==> images/layer_met1.png <==
The bar under the picture is 100 um long. Cells faint in the background.
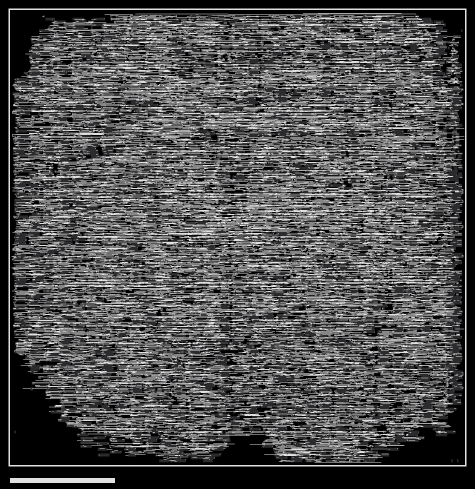
==> images/layer_met2.png <==
Cells faint in the background.
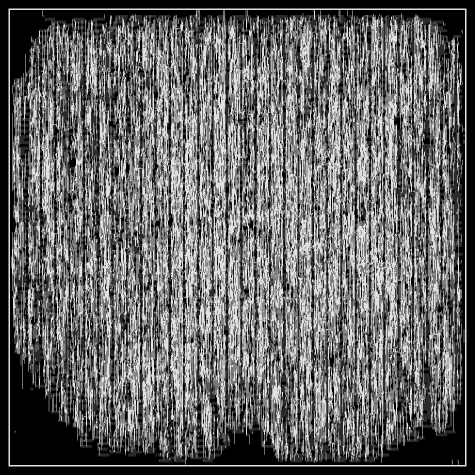
==> images/layer_met3.png <==
The bar under the picture is 100 um long. Cells faint in the background.
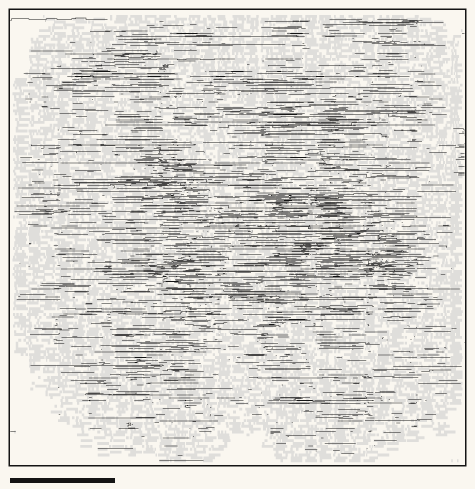
==> images/flops_by_reg.png <==
Other sequential cells in the stronger grey, the rest of the logic in the fainter grey.
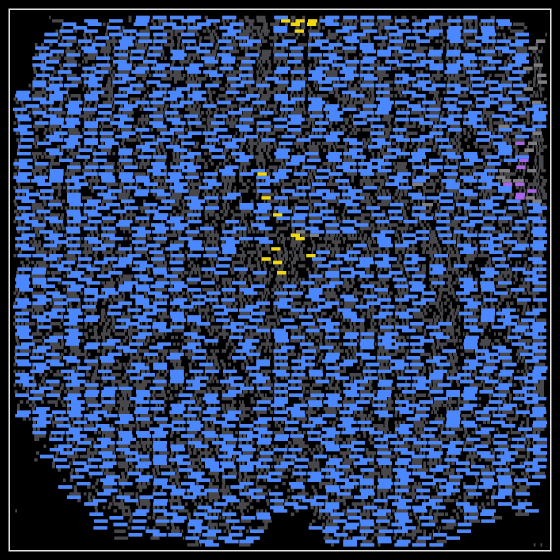
==> images/placement.png <==
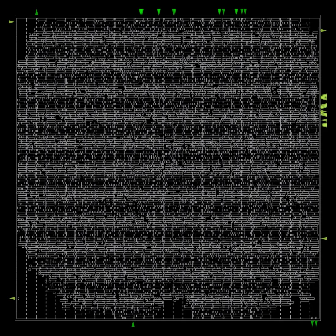
`src/rtl/bandit_pkg.sv`:
```
// bandit_pkg: types and constants shared by the bandit agent and environment
package bandit_pkg;
  typedef logic [7:0] action_t;
  typedef logic signed [7:0] reward_t;
  typedef logic [7:0] prob_t;
  localparam action_t INVALID_ACTION = 8'd0;
  localparam reward_t INVALID_REWARD = reward_t'(8'h80);
  typedef enum logic [1:0] {IDLE, WAIT, RESPOND} env_state_t;
endpackage

```
`src/rtl/bandit_environment_if.sv`:
```
// bandit_environment_if: action, reward and probability-config channels between agent and environment
interface bandit_environment_if;
  import bandit_pkg::*;
  logic action_valid, action_ready, reward_valid, reward_ready, cfg_valid, cfg_ready;
  action_t action_data, cfg_addr;
  reward_t reward_data;
  prob_t cfg_data;
  modport master (
    output action_valid, action_data, reward_ready, cfg_valid, cfg_addr, cfg_data,
    input action_ready, reward_valid, reward_data, cfg_ready
  );
  modport slave (
    input action_valid, action_data, reward_ready, cfg_valid, cfg_addr, cfg_data,
    output action_ready, reward_valid, reward_data, cfg_ready
  );
endinterface

```
`src/rtl/bandit_lfsr.sv`:
```
// bandit_lfsr: right-shifting Galois LFSR, free-running while enabled
module bandit_lfsr #(
  parameter int WIDTH = 16,
  parameter logic [WIDTH-1:0] TAPS = 16'hB400,
  parameter logic [WIDTH-1:0] SEED = 16'hACE1
) (
  input  logic             clock,
  input  logic             reset,
  input  logic             enable,
  output logic [WIDTH-1:0] state
);
  always_ff @(posedge clock) begin
    if (reset) state <= SEED;
    else if (enable) state <= (state >> 1) ^ (state[0] ? TAPS : '0);
  end
  // an all-zero seed would lock the register at zero forever
  assert property (@(posedge clock) SEED != '0);
endmodule

```
`src/rtl/bandit_environment.sv`:
```
// bandit_environment: accepts an action, waits DELAY cycles, returns a Bernoulli reward from a per-action win table
module bandit_environment
  import bandit_pkg::*;
#(
  parameter int DELAY = 10,
  parameter reward_t WIN_REWARD = 8'sd64,
  parameter reward_t LOSE_REWARD = -8'sd32,
  parameter logic [15:0] SEED = 16'hACE1
) (
  input logic clock,
  input logic reset,
  bandit_environment_if.slave bus
);
  env_state_t state_q, state_d;
  logic [7:0] cnt_q, cnt_d;
  action_t action_q, action_d;
  reward_t reward_q, reward_d, outcome;
  logic valid_q, valid_d, ready_q, ready_d;
  prob_t prob_q [256];
  prob_t prob;
  logic [15:0] lfsr;
  logic accept, handshake, expire, win, unused_lfsr;

  bandit_lfsr #(.WIDTH(16), .TAPS(16'hB400), .SEED(SEED)) u_lfsr (
    .clock(clock),
    .reset(reset),
    .enable(1'b1),
    .state(lfsr)
  );

  assign accept = bus.action_valid & ready_q;
  assign handshake = valid_q & bus.reward_ready;
  assign expire = state_q == WAIT && cnt_q == '0;
  assign unused_lfsr = ^lfsr[15:8];

  always_ff @(posedge clock) begin
    if (reset) state_q <= IDLE;
    else state_q <= state_d;
  end

  always_comb begin
    state_d = (state_q == IDLE && accept) ? WAIT :
              expire ? RESPOND :
              (state_q == RESPOND && handshake) ? IDLE : state_q;
  end

  // table lookup happens at WAIT exit so a config write on the accepting edge is honoured
  always_comb begin
    prob = prob_q[action_q];
    win = prob == 8'hFF || lfsr[7:0] < prob;
    outcome = action_q == INVALID_ACTION ? INVALID_REWARD : win ? WIN_REWARD : LOSE_REWARD;
    cnt_d = accept ? 8'(DELAY) : (state_q == WAIT && cnt_q != '0) ? cnt_q - 8'd1 : cnt_q;
    action_d = accept ? bus.action_data : action_q;
    reward_d = expire ? outcome : reward_q;
    valid_d = state_q == RESPOND && !handshake;
    ready_d = state_d == IDLE;
  end

  always_ff @(posedge clock) begin
    if (reset) begin
      cnt_q <= '0;
      action_q <= '0;
      reward_q <= '0;
      valid_q <= 1'b0;
      ready_q <= 1'b0;
    end else begin
      cnt_q <= cnt_d;
      action_q <= action_d;
      reward_q <= reward_d;
      valid_q <= valid_d;
      ready_q <= ready_d;
    end
  end

  always_ff @(posedge clock) begin
    if (reset) begin
      for (int i = 0; i < 256; i++) prob_q[i] <= '0;
    end else if (bus.cfg_valid && ready_q && bus.cfg_addr != INVALID_ACTION) begin
      prob_q[bus.cfg_addr] <= bus.cfg_data;
    end
  end

  assign bus.action_ready = ready_q;
  assign bus.cfg_ready = ready_q;
  assign bus.reward_valid = valid_q;
  assign bus.reward_data = reward_q;
endmodule

```
`src/flat_wrapper.sv`:
```
// flat-port wrapper written by rule: the top's interface ports become plain ports
module bandit_environment_flat import bandit_pkg::*;
#(
  parameter int DELAY = 10,
  parameter reward_t WIN_REWARD = 8'sd64,
  parameter reward_t LOSE_REWARD = -8'sd32,
  parameter logic [15:0] SEED = 16'hACE1
)
  (clock, reset, bus_action_valid, bus_action_data, bus_reward_ready, bus_cfg_valid, bus_cfg_addr, bus_cfg_data, bus_action_ready, bus_reward_valid, bus_reward_data, bus_cfg_ready);
  bandit_environment_if bus_i ();
  input logic clock;
  input logic reset;
  input wire logic [$bits(bus_i.action_valid)-1:0] bus_action_valid;
  input wire logic [$bits(bus_i.action_data)-1:0] bus_action_data;
  input wire logic [$bits(bus_i.reward_ready)-1:0] bus_reward_ready;
  input wire logic [$bits(bus_i.cfg_valid)-1:0] bus_cfg_valid;
  input wire logic [$bits(bus_i.cfg_addr)-1:0] bus_cfg_addr;
  input wire logic [$bits(bus_i.cfg_data)-1:0] bus_cfg_data;
  output wire logic [$bits(bus_i.action_ready)-1:0] bus_action_ready;
  output wire logic [$bits(bus_i.reward_valid)-1:0] bus_reward_valid;
  output wire logic [$bits(bus_i.reward_data)-1:0] bus_reward_data;
  output wire logic [$bits(bus_i.cfg_ready)-1:0] bus_cfg_ready;
  assign bus_i.action_valid = bus_action_valid;
  assign bus_i.action_data = bus_action_data;
  assign bus_i.reward_ready = bus_reward_ready;
  assign bus_i.cfg_valid = bus_cfg_valid;
  assign bus_i.cfg_addr = bus_cfg_addr;
  assign bus_i.cfg_data = bus_cfg_data;
  assign bus_action_ready = bus_i.action_ready;
  assign bus_reward_valid = bus_i.reward_valid;
  assign bus_reward_data = bus_i.reward_data;
  assign bus_cfg_ready = bus_i.cfg_ready;
  bandit_environment #(.DELAY(DELAY), .WIN_REWARD(WIN_REWARD), .LOSE_REWARD(LOSE_REWARD), .SEED(SEED)) u_core (.clock(clock), .reset(reset), .bus(bus_i));
endmodule
```
`config.mk`:
```
export PLATFORM = sky130hd
export DESIGN_NAME = bandit_environment_flat
export DESIGN_NICKNAME = d
export VERILOG_FILES = /design/src/rtl/bandit_pkg.sv /design/src/rtl/bandit_environment_if.sv /design/src/rtl/bandit_lfsr.sv /design/src/rtl/bandit_environment.sv /design/src/flat_wrapper.sv
export SDC_FILE = /design/constraint.sdc
export NUM_CORES = 2
export LEC_CHECK = 0
export CAP_MARGIN = 10
export CELL_PAD_IN_SITES_DETAIL_PLACEMENT = 1
export CELL_PAD_IN_SITES_GLOBAL_PLACEMENT = 1
export CORE_MARGIN = 2
export CORE_UTILIZATION = 54
export CTS_BUF_LIST = sky130_fd_sc_hd__clkbuf_16
export CTS_CLUSTER_SIZE = 30
export DETAILED_ROUTE_END_ITERATION = 7
export PLACE_DENSITY_LB_ADDON = 0.1
export SLEW_MARGIN = 20
export SYNTH_ARGS = -nofsm -noshare
export SYNTH_HDL_FRONTEND = slang
export SYNTH_SLANG_ARGS = --single-unit
```
`constraint.sdc`:
```
create_clock -name clock -period 4.7 [get_ports clock]
set_clock_uncertainty 0.1 [all_clocks]
set_input_delay 0.94 -clock clock [delete_from_list [all_inputs] [get_ports clock]]
set_output_delay 0.94 -clock clock [all_outputs]
set_load 0.01 [all_outputs]
```
==> out/qor_table.md <==
| Quantity | Value |
| --- | --- |
| Status | finished, violations left |
| Violated checks | negative setup slack |
| Hold Crit Start | u_core.u_lfsr.state[12] |
| DR vias/cell | 7.10 |
| CP Depth | 12 |
| Top cell category | sequential cells |
| Power Total | 42500 uW |
| Share of the core filled by cells before placement | 54.5% |
| Cells along the critical path | buf_12 > buf_4 > mux4_2 > a22oi_1 > a21oi_1 > buf_4 > nor4_1 > buf_4 > or4_1 > o31ai_1 > a311o_1 > a21oi_1 |
| Critical path's top delay family | simple AND/OR/NAND/NOR gates |
| Worst setup endpoint | u_core.bus.reward_data[7] |
| DRT Pass-1 Iters | 6 |
| Inst Count DP | 8889 |
| Combinational-cell power consumption | 4270 uW |
| Cell type with the highest occurrence count on the critical path | sky130_fd_sc_hd__buf_4 |
| TritonCTS Sinks | 2095 |
| Y dimension of the die | 432 um |
| Max-cap check violation count | 0 |
| I/O pin total | 40 |
| Slowest stage cell on the critical path | sky130_fd_sc_hd__nor4_1 |
| Number of warnings the tools reported | 57 |
| Clock network power | 16900 uW |
| Count of inverters not on the clock network in the layout | 14 |
| Sequential-to-total area share from yosys stat | 63.2% |
| Layout clock buffers | 219 |
| Aoi share | 4.26% |
| Highest Clock Rate | 210 MHz |
| Mux frac, synth | 12.6% |
| Number of storage elements in the synthesis netlist | 2095 |
| Type of the worst setup path | flip-flop to flip-flop |
| Sequential share of power | 50.2% |
| Count of nets left with antenna violations after detail routing | 0 |
| Final-report setup violation count | 1 |
| Slowest Stage Delay on Critical Path | 1.00 ns |
| Portion of the layout cell area used by clock cells | 6.14% |
| Root Buffer | sky130_fd_sc_hd__clkbuf_16 |
| Cell area after synthesis | 98800 um2 |
| Most used routing layer | met2 |
| TritonCTS clock tree | built |
| Non-clock buffer total of the final layout | 652 |
| Area leader, netlist | sky130_fd_sc_hd__edfxtp_1 |
| Share of layout cells above drive strength 1 | 20.9% |
| Sequential cell area | 62500 um2 |
| Register bank with the most flops | u_core.prob_q |
| Final GP Congestion | 0.950 |
| Buffers & Inverters on Critical Path | 4 |
| Remaining max-slew budget at the tightest pin | 15.7% |
| Highest-count cells in the layout ignoring fill and taps | 2048 x sky130_fd_sc_hd__edfxtp_1, 1928 x sky130_fd_sc_hd__and3_1, 499 x sky130_fd_sc_hd__buf_4 |
| Routed met3 length | 36.5 mm |
| Final hold vios | 0 |
| Number of flops mapped to enable cells by yosys | 2048 |
| Data required time of the worst path | 5.40 ns |
| Yosys synthesis chip area | 98800 um2 |
| Number of stages on the worst hold path | 1 |
| Signal buf overhead | 5.84% |
| Routed wire length | 353 mm |
| Input/output buffers | 34 |
| Adder-cell area share of the yosys netlist | 0.101% |
| Number of nets in the layout | 6779 |
| Routed wirelength normalized by instance count | 38.0 um |
| Time the worst path needs with I/O delays and setup | 4.77 ns |
| Number of distinct library cells after synthesis | 89 |
| Post-synth top cells | 2048 x sky130_fd_sc_hd__edfxtp_1, 1928 x sky130_fd_sc_hd__and3_1, 743 x sky130_fd_sc_hd__clkbuf_1 |
| Least setup slack across all paths after layout | -0.0651 ns |
| CTS max path bufs | 3 |
| Number of remaining DRC errors | 0 |
| Average instance area after synthesis | 14.6 um2 |
| Total CTS buffers | 217 |
| Registers with the highest flip-flop counts | u_core.prob_q: 2048 flops, u_core.u_lfsr.state: 16 flops |
| Endpoint of the worst register-to-register path | u_core.bus.reward_data[7] |
| Minimum setup slack after placement | -0.154 ns |
| Area used by multi-input combinational logic | 32200 um2 |
| Yosys xor share | 0.0709% |
| Met2 Wirelength | 165 mm |
| Largest register FFs | 2048 |
| Tap cell count | 2370 |
| Total track usage | 37.8% |
| Antenna violations before repair | 26 |
| Most common cell in the netlist | sky130_fd_sc_hd__edfxtp_1 |
| Fraction of area in registers | 56.3% |
| Period utilisation layout | 101% |
| Hold/Removal Path Class | flip-flop to flip-flop |
| Met2 demand-to-capacity share in global routing | 59.4% |
| Detailed Place HPWL | 227 mm |
| Overall overflow remaining after global route | 0 |
| Number of cell instances on the worst register-to-register path | 12 |
| Final Core Density | 61.2% |
-- layer_met1.png (at the start) --
wire length on this layer: 131 mm
share of all routed wire: 37%
nets with wire on the layer: 6634

-- layer_met2.png (at the start) --
share of all routed wire: 47%
longest straight run: 147 um
main direction: vertical
nets with wire on the layer: 6213
wire length on this layer: 165 mm

-- layer_met3.png (at the start) --
nets with wire on the layer: 1084
share of all routed wire: 10%
main direction: horizontal
longest straight run: 212 um

-- flops_by_reg.png (at the start) --
| colour | signal | placed flops |
|---|---|---|
| blue | u_core.prob_q | 2048 |
| purple | u_core.action_q | 8 |
| yellow | u_core.u_lfsr.state | 16 |

-- placement.png (at the start) --
total core area: 181000 um2
Fillers: 16396
Flops: 2095

Power figures rest on the tool's default switching activity, not on a simulated workload.
